## src/rtl/bin_to_bcd_seq.sv

```systemverilog
`default_nettype none
// ============================================================================
//  Module      : bin_to_bcd_seq
//  Description : Sequential shift-and-add-3 binary-to-BCD converter with
//                start/busy/done handshake and saturating overflow output.
//  Revision    : 1.0 - initial release
// ============================================================================
module bin_to_bcd_seq #(
    parameter int IN_WIDTH = 14,
    parameter int DIGITS   = 4
) (
    input  logic                  clk,
    input  logic                  reset,
    input  logic                  start,
    input  logic [IN_WIDTH-1:0]   binIn,
    output logic                  busy,
    output logic                  done,
    output logic [4*DIGITS-1:0]   bcdOut,
    output logic                  overflow
);

    localparam int c_BCD_W = 4 * DIGITS;
    localparam int c_CNT_W = $clog2(IN_WIDTH + 1);

    function automatic longint unsigned pow10(input int n);
        longint unsigned acc;
        acc = 64'd1;
        for (int i = 0; i < n; i++) begin
            acc = acc * 64'd10;
        end
        return acc;
    endfunction

    localparam longint unsigned c_MAX_VAL = pow10(DIGITS) - 64'd1;

    typedef enum logic [1:0] {
        c_IDLE  = 2'd0,
        c_SHIFT = 2'd1,
        c_DONE  = 2'd2
    } stateT;

    stateT                 r_state;
    logic [IN_WIDTH-1:0]   r_shiftReg;
    logic [c_BCD_W-1:0]    r_scratch;
    logic [c_CNT_W-1:0]    r_count;
    logic                  r_ovfPending;
    logic                  r_busy;
    logic                  r_done;
    logic [c_BCD_W-1:0]    r_bcdOut;
    logic                  r_overflow;

    logic [c_BCD_W-1:0]    w_adj;
    logic [c_BCD_W-1:0]    w_nextScratch;
    logic                  w_inRange;

    // Each nibble is corrected independently; no carry crosses nibble borders.
    for (genvar d = 0; d < DIGITS; d++) begin : g_adj
        assign w_adj[4*d +: 4] = (r_scratch[4*d +: 4] >= 4'd5) ?
                                 (r_scratch[4*d +: 4] + 4'd3) :
                                 r_scratch[4*d +: 4];
    end

    assign w_nextScratch = {w_adj[c_BCD_W-2:0], r_shiftReg[IN_WIDTH-1]};
    assign w_inRange     = (64'(binIn) <= c_MAX_VAL);

    always_ff @(posedge clk) begin
        if (reset) begin
            r_state      <= c_IDLE;
            r_shiftReg   <= '0;
            r_scratch    <= '0;
            r_count      <= '0;
            r_ovfPending <= 1'b0;
            r_busy       <= 1'b0;
            r_done       <= 1'b0;
            r_bcdOut     <= '0;
            r_overflow   <= 1'b0;
        end else begin
            case (r_state)
                c_IDLE, c_DONE: begin
                    r_done <= 1'b0;
                    if (start) begin
                        r_shiftReg   <= binIn;
                        r_scratch    <= '0;
                        r_count      <= c_CNT_W'(IN_WIDTH);
                        r_ovfPending <= ~w_inRange;
                        r_busy       <= 1'b1;
                        r_state      <= c_SHIFT;
                    end else begin
                        r_busy  <= 1'b0;
                        r_state <= c_IDLE;
                    end
                end
                c_SHIFT: begin
                    r_scratch  <= w_nextScratch;
                    r_shiftReg <= {r_shiftReg[IN_WIDTH-2:0], 1'b0};
                    r_count    <= r_count - c_CNT_W'(1);
                    if (r_count == c_CNT_W'(1)) begin
                        // Out-of-range inputs saturate so the display never shows truncated digits.
                        r_bcdOut   <= r_ovfPending ? {DIGITS{4'h9}} : w_nextScratch;
                        r_overflow <= r_ovfPending;
                        r_busy     <= 1'b0;
                        r_done     <= 1'b1;
                        r_state    <= c_DONE;
                    end
                end
                default: begin
                    r_busy  <= 1'b0;
                    r_done  <= 1'b0;
                    r_state <= c_IDLE;
                end
            endcase
        end
    end

    assign busy     = r_busy;
    assign done     = r_done;
    assign bcdOut   = r_bcdOut;
    assign overflow = r_overflow;

endmodule
`default_nettype wire

```

## config.mk

```make
export PLATFORM = sky130hd
export DESIGN_NAME = bin_to_bcd_seq
export DESIGN_NICKNAME = d
export VERILOG_FILES = /design/src/rtl/bin_to_bcd_seq.sv
export SDC_FILE = /design/constraint.sdc
export NUM_CORES = 1
export LEC_CHECK = 0
export CAP_MARGIN = 15
export CELL_PAD_IN_SITES_DETAIL_PLACEMENT = 2
export CELL_PAD_IN_SITES_GLOBAL_PLACEMENT = 2
export CORE_UTILIZATION = 33
export DETAILED_ROUTE_END_ITERATION = 6
export GPL_ROUTABILITY_DRIVEN = 1
export PLACE_DENSITY_LB_ADDON = 0.1
export SYNTH_ARGS = -nofsm -noshare
export SYNTH_HDL_FRONTEND = slang
export SYNTH_SLANG_ARGS = --single-unit
```

## constraint.sdc

```tcl
create_clock -name clk -period 2 [get_ports clk]
set_input_delay 0.4 -clock clk [delete_from_list [all_inputs] [get_ports clk]]
set_output_delay 0.4 -clock clk [all_outputs]
set_load 0.1 [all_outputs]
```

Figure 1. Signal wires on met2 (run 1).
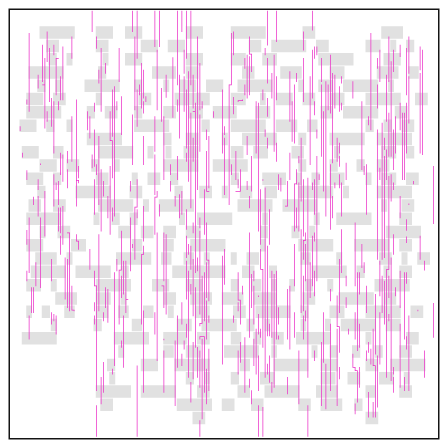
The layer holds 52% of the routed length. 292 nets have wire on it. The longest straight run is 40.8 um.

Figure 2. Routed clock nets over the placement (run 1).
Bar = 20 um.
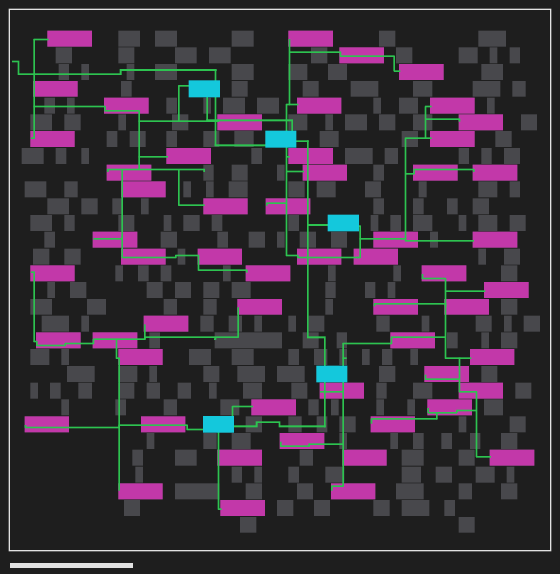
flip-flops: marked magenta, count 56. clock drivers: marked cyan, count 5. clock wires: marked green, length 730 um.
Position of the flops: all over the die. There are 6 routed clock nets.
Clock power frac: 34.1%
skew final: 0.00898 ns
Power Clock: 0.748 mW
Late-Pin Clk Latency: 0.31 ns

Figure 3. Routed metal, one colour a layer (run 1).
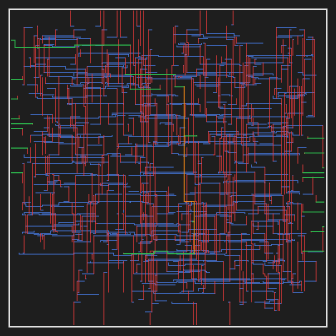
metal 1: marked blue, wire length 2860 um. metal 2: marked red, wire length 3330 um. metal 3: marked green, wire length 146 um. metal 4: marked orange, wire length 49.0 um.
drt wl/cell: 16.2 um
DRT Wirelength: 6380 um
GRT Total Usage: 17.6%

==> summary.txt <==
max cap viols: 0
net switching power: 0.572 mW
logic area: 0.00117 mm^2
Slew @ Worst Pin: 1.09 ns
final instance area: 0.00293 mm^2
HP Start: done
Pwr top: sequential cells
cts bufs inserted: 5
Area Overhead vs Synth: 21.1%
met2 usage in global routing: 32.6%
combinational gate power: 0.266 mW
status: completed
Sw Ratio: 26.1%
layout cells sized above 1: 14.8%
Tightest Hold Check Type: reg2reg
distinct lib cells: 39
Final period util: 92.6%
H-tree levels: 2
worst hold stages: 2
total global routing overflow: 0
CP Max Fanout: 6
Critical Path Sink: bcdOut[0]
clk tree area frac: 3.68%
final worst-path setup slack: 0.149 ns
r2r startpoint: r_count[1]
CTS Buffer Depth: 2
sequential area share after synthesis: 46.4%
flip-flops: 56
Non-clock buffers: 43
Reg power frac: 53.8%
met1 usage: 20.7%
IO Count: 36
initial antenna violation count: 0
fillers: 768
Worst Setup SP: r_count[1]
Die H: 87.6 um
tool warnings: 31
vias in the first global route: 2111
Max VDD drop: 0.327 mV
first-pass GRT wire length: 10200 um
Slowest cell on crit path: or3b_1
Comb area share: 40.0%
fp_density: 34.8%
Syn Nets: 289
Critical R2R Capture: bcdOut[0]
fmax: 0.540 GHz
# Cells Yosys: 262
busiest grt layer: met2
fin crit period: 1.85 ns
yosys synthesis chip area: 0.00242 mm^2
relative slew slack: 26.9%
Die W: 87.6 um
ant diodes: 0
Synth warnings: 0
sequential share of cell area: 38.3%
pre-CTS setup slack: -0.168 ns
Power Total: 2.19 mW
Fin Hold WS: 0.459 ns
final HPWL from detailed placement: 4630 um
Clock transition at path regs: 0.10 ns
Synth Cell Area: 0.00242 mm^2
Final Net Count: 324
vias per std cell: 5.22
Setup crit end kind: register
Synth Instances: 262
vias: 2057
largest net degree at the start of global routing: 27
I/O Buffers: 35
-- run 1: critical path: cells and delay by family (launching register included) --
kind,cells,cell delay (ns)
and+or+nand+nor,4,1.19
DFF,1,0.32
adders and majority gates,1,0.14
buffers and inverters,1,0.10
-- run 1: cell families after synthesis --
| logic type | after synthesis | share of synthesized area [%] |
|---|---|---|
| adders and majority gates | 10 | 5.18 |
| muxes | 4 | 1.66 |
| AOI/OAI and AO/OA | 83 | 22.7 |
| DFF | 56 | 46.4 |
| xor gates and xnor gates | 4 | 1.45 |
| buffers and inverters | 27 | 5.23 |
| and+or+nand+nor | 78 | 17.4 |
-- run 1: metal layers --
layer | part of all wire (%) | wire length [um]
met4 | 0.77 | 49
met5 | 0 | 0
met3 | 2.3 | 146
met2 | 52 | 3330
met1 | 45 | 2860
-- run 1: cell usage after synthesis, drive strengths merged --
cell / n / area (um^2)
o31ai: 1 / 7.51
a31o: 6 / 52.6
a22o: 8 / 70.1
dfxtp: 56 / 1120
nor3b: 13 / 97.6
nand2: 23 / 86.3
nand2b: 7 / 43.8
or3b: 1 / 8.76
nor4: 2 / 12.5
mux2i: 4 / 40.0
nor3: 4 / 25.0
inv: 12 / 45.0
xnor2: 4 / 35.0
a211oi: 5 / 37.5
nand3: 2 / 10.0
a21o: 2 / 15.0
a311oi: 5 / 43.8
nor2: 19 / 90.1
a21oi: 27 / 135
nand3b: 2 / 15.0
clkbuf: 8 / 30.0
or3: 2 / 12.5
buf: 7 / 51.3
o22ai: 2 / 12.5
o311ai: 1 / 8.76
a221oi: 1 / 8.76
or2: 1 / 6.26
nor2b: 2 / 12.5
a22oi: 13 / 97.6
o21ai: 12 / 60.1
ha: 10 / 125
No activity file was given, so power comes from the tool's default toggle rates.
